**src/rtl/vga_framebuffer_reader_pkg.sv**
```systemverilog
// Shared VGA 640x480@60 timing constants, frame-buffer geometry and RGB332 helpers
// for the frame-buffer read side.
package vga_framebuffer_reader_pkg;

   localparam int H_ACTIVE       = 640;
   localparam int H_FP           = 16;
   localparam int H_SYNC         = 96;
   localparam int H_BP           = 48;
   localparam int H_TOTAL        = H_ACTIVE + H_FP + H_SYNC + H_BP;
   localparam int H_SYNC_START   = H_ACTIVE + H_FP;
   localparam int H_SYNC_END     = H_SYNC_START + H_SYNC - 1;

   localparam int V_ACTIVE       = 480;
   localparam int V_FP           = 10;
   localparam int V_SYNC         = 2;
   localparam int V_BP           = 33;
   localparam int V_TOTAL        = V_ACTIVE + V_FP + V_SYNC + V_BP;
   localparam int V_SYNC_START   = V_ACTIVE + V_FP;
   localparam int V_SYNC_END     = V_SYNC_START + V_SYNC - 1;

   localparam int FB_W           = 320;
   localparam int FB_H           = 240;
   localparam int FB_SIZE        = FB_W * FB_H;
   localparam int ADDR_W         = 17;
   localparam int SCALE          = 2;
   localparam int SCALE_LOG2     = 1;
   localparam int CNT_W          = 10;

   localparam int R_MSB = 7, R_LSB = 5;
   localparam int G_MSB = 4, G_LSB = 2;
   localparam int B_MSB = 1, B_LSB = 0;

   typedef struct packed {
      logic [3:0] r;
      logic [3:0] g;
      logic [3:0] b;
   } rgb444_t;

   typedef struct packed {
      logic active;
      logic hsync;
      logic vsync;
      logic frame_start;
   } vflags_t;

   // Replicate the top bits so full-scale RGB332 maps to full-scale 4-bit DAC codes.
   function automatic rgb444_t rgb332_expand(input logic [7:0] d);
      rgb444_t c;
      c.r = {d[R_MSB:R_LSB], d[R_MSB]};
      c.g = {d[G_MSB:G_LSB], d[G_MSB]};
      c.b = {d[B_MSB:B_LSB], d[B_MSB:B_LSB]};
      return c;
   endfunction

endpackage

```
**src/rtl/vga_framebuffer_reader_if.sv**
```systemverilog
// DP_RAM read port as seen from the frame-buffer reader (master) and the RAM (slave).
interface vga_framebuffer_reader_if;
   import vga_framebuffer_reader_pkg::*;

   logic [ADDR_W-1:0] DP_RAM_addr_out;
   logic              DP_RAM_regR;
   logic [7:0]        DP_RAM_data_out;

   modport master (output DP_RAM_addr_out, output DP_RAM_regR, input DP_RAM_data_out);
   modport slave  (input DP_RAM_addr_out, input DP_RAM_regR, output DP_RAM_data_out);
endinterface

```
**src/rtl/vga_framebuffer_reader_timing.sv**
```systemverilog
// VGA raster counters and stage-0 flags; also exposes next-cycle values so the
// address register can present the address of the current counter position.
module vga_timing_gen
   import vga_framebuffer_reader_pkg::*;
#(
   parameter int H_ACTIVE_P = H_ACTIVE,
   parameter int H_FP_P     = H_FP,
   parameter int H_SYNC_P   = H_SYNC,
   parameter int H_BP_P     = H_BP,
   parameter int V_ACTIVE_P = V_ACTIVE,
   parameter int V_FP_P     = V_FP,
   parameter int V_SYNC_P   = V_SYNC,
   parameter int V_BP_P     = V_BP
) (
   input  logic             clk_i,
   input  logic             rst_ni,
   output logic [CNT_W-1:0] vcnt_o,
   output logic [CNT_W-1:0] hcnt_next_o,
   output logic             active_next_o,
   output logic             line_end_o,
   output logic             frame_end_o,
   output logic             active_o,
   output logic             hsync_o,
   output logic             vsync_o,
   output logic             frame_start_o
);
   localparam int H_TOT = H_ACTIVE_P + H_FP_P + H_SYNC_P + H_BP_P;
   localparam int V_TOT = V_ACTIVE_P + V_FP_P + V_SYNC_P + V_BP_P;
   localparam logic [CNT_W-1:0] H_LAST = CNT_W'(H_TOT - 1);
   localparam logic [CNT_W-1:0] V_LAST = CNT_W'(V_TOT - 1);
   localparam logic [CNT_W-1:0] H_VIS  = CNT_W'(H_ACTIVE_P);
   localparam logic [CNT_W-1:0] V_VIS  = CNT_W'(V_ACTIVE_P);
   localparam logic [CNT_W-1:0] HS_BEG = CNT_W'(H_ACTIVE_P + H_FP_P);
   localparam logic [CNT_W-1:0] HS_END = CNT_W'(H_ACTIVE_P + H_FP_P + H_SYNC_P - 1);
   localparam logic [CNT_W-1:0] VS_BEG = CNT_W'(V_ACTIVE_P + V_FP_P);
   localparam logic [CNT_W-1:0] VS_END = CNT_W'(V_ACTIVE_P + V_FP_P + V_SYNC_P - 1);

   logic [CNT_W-1:0] hcnt_q, hcnt_d;
   logic [CNT_W-1:0] vcnt_q, vcnt_d;

   always_ff @(posedge clk_i or negedge rst_ni) begin
      if (!rst_ni) begin
         hcnt_q <= '0;
         vcnt_q <= '0;
      end else begin
         hcnt_q <= hcnt_d;
         vcnt_q <= vcnt_d;
      end
   end

   always_comb begin
      line_end_o  = (hcnt_q == H_LAST);
      frame_end_o = line_end_o && (vcnt_q == V_LAST);
      hcnt_d      = line_end_o ? '0 : hcnt_q + 1'b1;
      vcnt_d      = vcnt_q;
      if (frame_end_o)
         vcnt_d = '0;
      else if (line_end_o)
         vcnt_d = vcnt_q + 1'b1;
   end

   assign vcnt_o        = vcnt_q;
   assign hcnt_next_o   = hcnt_d;
   assign active_next_o = (hcnt_d < H_VIS) && (vcnt_d < V_VIS);
   assign active_o      = (hcnt_q < H_VIS) && (vcnt_q < V_VIS);
   assign hsync_o       = (hcnt_q >= HS_BEG) && (hcnt_q <= HS_END);
   assign vsync_o       = (vcnt_q >= VS_BEG) && (vcnt_q <= VS_END);
   assign frame_start_o = (hcnt_q == '0) && (vcnt_q == '0);

endmodule

```
**src/rtl/vga_framebuffer_reader.sv**
```systemverilog
// Frame-buffer reader: 2x-upscaled RGB332 fetch from DP_RAM, 2-stage pipeline to
// 12-bit VGA colour with sync and frame-start kept aligned to the pixel data.
module vga_framebuffer_reader
   import vga_framebuffer_reader_pkg::*;
#(
   parameter int H_ACTIVE_P = H_ACTIVE,
   parameter int H_FP_P     = H_FP,
   parameter int H_SYNC_P   = H_SYNC,
   parameter int H_BP_P     = H_BP,
   parameter int V_ACTIVE_P = V_ACTIVE,
   parameter int V_FP_P     = V_FP,
   parameter int V_SYNC_P   = V_SYNC,
   parameter int V_BP_P     = V_BP,
   parameter int FB_W_P     = FB_W
) (
   input  logic                            CLK,
   input  logic                            RST_N,
   vga_framebuffer_reader_if.master        ram,
   output logic [3:0]                      VGA_R,
   output logic [3:0]                      VGA_G,
   output logic [3:0]                      VGA_B,
   output logic                            VGA_Hsync_n,
   output logic                            VGA_Vsync_n,
   output logic                            FRAME_START
);
   localparam logic [ADDR_W-1:0] LINE_STEP = ADDR_W'(FB_W_P);
   localparam logic [CNT_W-1:0]  V_VIS     = CNT_W'(V_ACTIVE_P);

   logic [CNT_W-1:0] vcnt, hcnt_next;
   logic             active_next, line_end, frame_end;
   vflags_t          flags0, flags1_q;

   vga_timing_gen #(
      .H_ACTIVE_P(H_ACTIVE_P), .H_FP_P(H_FP_P), .H_SYNC_P(H_SYNC_P), .H_BP_P(H_BP_P),
      .V_ACTIVE_P(V_ACTIVE_P), .V_FP_P(V_FP_P), .V_SYNC_P(V_SYNC_P), .V_BP_P(V_BP_P)
   ) u_timing (
      .clk_i         (CLK),
      .rst_ni        (RST_N),
      .vcnt_o        (vcnt),
      .hcnt_next_o   (hcnt_next),
      .active_next_o (active_next),
      .line_end_o    (line_end),
      .frame_end_o   (frame_end),
      .active_o      (flags0.active),
      .hsync_o       (flags0.hsync),
      .vsync_o       (flags0.vsync),
      .frame_start_o (flags0.frame_start)
   );

   logic [ADDR_W-1:0] line_base_q, line_base_d;
   logic [ADDR_W-1:0] addr_q, addr_d;
   logic              regr_q, regr_d;
   rgb444_t           rgb_q;
   logic              hsync_n_q, vsync_n_q, frame_start_q;

   // Address registers are loaded from next-cycle counters, so addr_q always
   // belongs to the counter value currently in stage 0.
   always_comb begin
      line_base_d = line_base_q;
      if (frame_end)
         line_base_d = '0;
      else if (line_end && vcnt[0] && (vcnt < V_VIS))
         line_base_d = line_base_q + LINE_STEP;
      regr_d = active_next;
      addr_d = active_next ? line_base_d + ADDR_W'(hcnt_next >> SCALE_LOG2) : addr_q;
   end

   always_ff @(posedge CLK or negedge RST_N) begin
      if (!RST_N) begin
         line_base_q   <= '0;
         addr_q        <= '0;
         regr_q        <= 1'b0;
         flags1_q      <= '0;
         rgb_q         <= '0;
         hsync_n_q     <= 1'b1;
         vsync_n_q     <= 1'b1;
         frame_start_q <= 1'b0;
      end else begin
         line_base_q   <= line_base_d;
         addr_q        <= addr_d;
         regr_q        <= regr_d;
         flags1_q      <= flags0;
         rgb_q         <= flags1_q.active ? rgb332_expand(ram.DP_RAM_data_out) : '0;
         hsync_n_q     <= ~flags1_q.hsync;
         vsync_n_q     <= ~flags1_q.vsync;
         frame_start_q <= flags1_q.frame_start;
      end
   end

   assign ram.DP_RAM_addr_out = addr_q;
   assign ram.DP_RAM_regR     = regr_q;
   assign VGA_R               = rgb_q.r;
   assign VGA_G               = rgb_q.g;
   assign VGA_B               = rgb_q.b;
   assign VGA_Hsync_n         = hsync_n_q;
   assign VGA_Vsync_n         = vsync_n_q;
   assign FRAME_START         = frame_start_q;

endmodule

```
**src/flat_wrapper.sv**
```systemverilog
// flat-port wrapper written by rule: the top's interface ports become plain ports
module vga_framebuffer_reader_flat import vga_framebuffer_reader_pkg::*;
#(
   parameter int H_ACTIVE_P = H_ACTIVE,
   parameter int H_FP_P     = H_FP,
   parameter int H_SYNC_P   = H_SYNC,
   parameter int H_BP_P     = H_BP,
   parameter int V_ACTIVE_P = V_ACTIVE,
   parameter int V_FP_P     = V_FP,
   parameter int V_SYNC_P   = V_SYNC,
   parameter int V_BP_P     = V_BP,
   parameter int FB_W_P     = FB_W
)
  (CLK, RST_N, VGA_R, VGA_G, VGA_B, VGA_Hsync_n, VGA_Vsync_n, FRAME_START, ram_DP_RAM_addr_out, ram_DP_RAM_regR, ram_DP_RAM_data_out);
  vga_framebuffer_reader_if ram_i ();
  input  logic CLK;
  input  logic RST_N;
  output logic [3:0] VGA_R;
  output logic [3:0] VGA_G;
  output logic [3:0] VGA_B;
  output logic VGA_Hsync_n;
  output logic VGA_Vsync_n;
  output logic FRAME_START;
  output wire logic [$bits(ram_i.DP_RAM_addr_out)-1:0] ram_DP_RAM_addr_out;
  output wire logic [$bits(ram_i.DP_RAM_regR)-1:0] ram_DP_RAM_regR;
  input wire logic [$bits(ram_i.DP_RAM_data_out)-1:0] ram_DP_RAM_data_out;
  assign ram_DP_RAM_addr_out = ram_i.DP_RAM_addr_out;
  assign ram_DP_RAM_regR = ram_i.DP_RAM_regR;
  assign ram_i.DP_RAM_data_out = ram_DP_RAM_data_out;
  vga_framebuffer_reader #(.H_ACTIVE_P(H_ACTIVE_P), .H_FP_P(H_FP_P), .H_SYNC_P(H_SYNC_P), .H_BP_P(H_BP_P), .V_ACTIVE_P(V_ACTIVE_P), .V_FP_P(V_FP_P), .V_SYNC_P(V_SYNC_P), .V_BP_P(V_BP_P), .FB_W_P(FB_W_P)) u_core (.CLK(CLK), .RST_N(RST_N), .ram(ram_i), .VGA_R(VGA_R), .VGA_G(VGA_G), .VGA_B(VGA_B), .VGA_Hsync_n(VGA_Hsync_n), .VGA_Vsync_n(VGA_Vsync_n), .FRAME_START(FRAME_START));
endmodule
```
**config.mk**
```make
export PLATFORM = sky130hd
export DESIGN_NAME = vga_framebuffer_reader_flat
export DESIGN_NICKNAME = d
export VERILOG_FILES = /design/src/rtl/vga_framebuffer_reader_pkg.sv /design/src/rtl/vga_framebuffer_reader_if.sv /design/src/rtl/vga_framebuffer_reader_timing.sv /design/src/rtl/vga_framebuffer_reader.sv /design/src/flat_wrapper.sv
export SDC_FILE = /design/constraint.sdc
export NUM_CORES = 1
export LEC_CHECK = 0
export CAP_MARGIN = 20
export CORE_MARGIN = 1.5
export CORE_UTILIZATION = 33
export DETAILED_ROUTE_END_ITERATION = 10
export SLEW_MARGIN = 20
export SYNTH_ARGS = -nofsm -noshare
export SYNTH_HDL_FRONTEND = slang
export SYNTH_HIERARCHICAL = 1
export SYNTH_SLANG_ARGS = --single-unit
```
**constraint.sdc**
```tcl
create_clock -name CLK -period 6.9 [get_ports CLK]
set_clock_uncertainty 0.15 [all_clocks]
set_input_delay 1.38 -clock CLK [delete_from_list [all_inputs] [get_ports CLK]]
set_output_delay 1.38 -clock CLK [all_outputs]
set_load 0.03 [all_outputs]
```
Fig. 1: register map, names as in the netlist
Scale bar: 20 um. Other sequential cells in the stronger grey, the rest of the logic in the fainter grey.
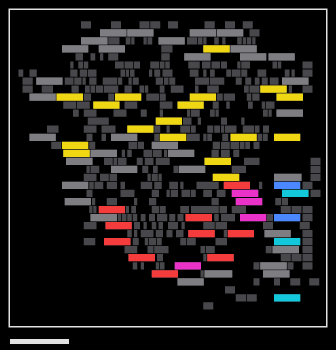
yellow -> `u_core/line_base_q`  # flops 17
blue -> `u_core/VGA_B`  # flops 2
red -> `u_core/u_timing/vcnt_o`  # flops 10
magenta -> `u_core/flags1_q`  # flops 4
cyan -> `u_core/VGA_G`  # flops 3
not coloured = 34
fin util: 0.409
fraction of area in registers: 0.412
Seq power: 0.413 mW
register area: 1750 um^2

Fig. 2: routing congestion
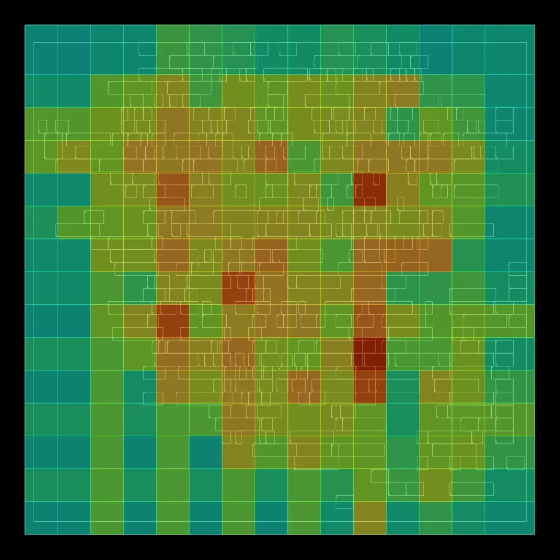
met2 Usage GRT: 0.217
Tot GR Track Use: 0.134
Top Usage Layer GRT: met2
WL per Instance: 13.9 um

==> results.json <==
{
  "status": "completed",
  "dominant_cells": "sequential cells",
  "io_pins": 43,
  "yosys_cells": 336,
  "synthCells": 336,
  "synth_seq_share": 0.491,
  "final_common_cell": "dfrtp_1",
  "grt_start_max_net_pins": 71,
  "core_um2": 10400,
  "use_met1": 0.172,
  "setup_viol": 0,
  "simple_gate_share": 0.209,
  "r2r-end": "u_core/ram.DP_RAM_addr_out[8]$_DFFE_PN0P_",
  "num-clock-buffers": 12,
  "root_buffer": "clkbuf_8",
  "dp_hpwl_mm": 5.00,
  "rows": 37,
  "intPower_mw": 0.572,
  "fin_ws_ns": 2.46,
  "signal_buffers": 44,
  "cts_tree": "done",
  "crit_buf_inv": 1,
  "p_sw_frac": 0.229,
  "cp_cell_sequence": "ha_1, nand3_2, or4_4, inv_8, and2_2, nor2b_1, ha_1, fa_1, a211oi_1, nor2_1, o221ai_1, nand2b_1, a21oi_1, xnor2_1, mux2_2",
  "endpoint": "u_core/ram.DP_RAM_addr_out[8]$_DFFE_PN0P_",
  "die_w_um": 107,
  "p_comb_frac": 0.039,
  "top_area_cell": "dfrtp_1",
  "worstHoldEndpoint": "u_core/VGA_Vsync_n$_DFF_PN1_",
  "maxCapViolations": 0,
  "p_clk_frac": 0.405,
  "hold_buffers": 0,
  "grt_overflow": 0,
  "antenna_left": 0,
  "peakVddDrop_v": 0.0000952,
  "cts.reportedPaths.clkPinSlew_ns": 0.08,
  "syn_nets": 361,
  "switching_power_mw": 0.170,
  "grt_pass1_wl_mm": 12.0,
  "p_leak_nw": 1.91,
  "drt_pass1_iterations": 4,
  "yosysChipArea_um2": 3570,
  "wl_met3_um": 330,
  "cp-startpoint": "u_core/u_timing/hcnt_q[0]$_DFF_PN0_",
  "stdcell_count": 517,
  "num-multi-input-gates": 240,
  "hp-class": "reg2reg",
  "crit_required_ns": 6.99,
  "min_period_over_period": 0.643,
  "worst_ep_arrival_time_ns": 4.53,
  "h-tree-depth": 3,
  "crit_family": "simple AND/OR/NAND/NOR gates",
  "drc": 0,
  "cts.sinks": 70,
  "logic_area_um2": 1680,
  "grt_use_met3": 0.0389,
  "final_cell_mix": "68 x dfrtp_1, 41 x clkdlybuf4s50_1, 25 x nor2_1, 18 x a21oi_1, 18 x nand2_1",
  "p_clk_mw": 0.300,
  "top_area_frac": 0.477,
  "slew_violations": 0,
  "fp_util": 0.343,
  "fmax_ghz": 0.225,
  "drt_wl_total_mm": 7.17,
  "die_area_um2": 11500,
  "slew_headroom": 0.420,
  "clkCellAreaFrac": 0.0417
}
No activity file was given, so power comes from the tool's default toggle rates.
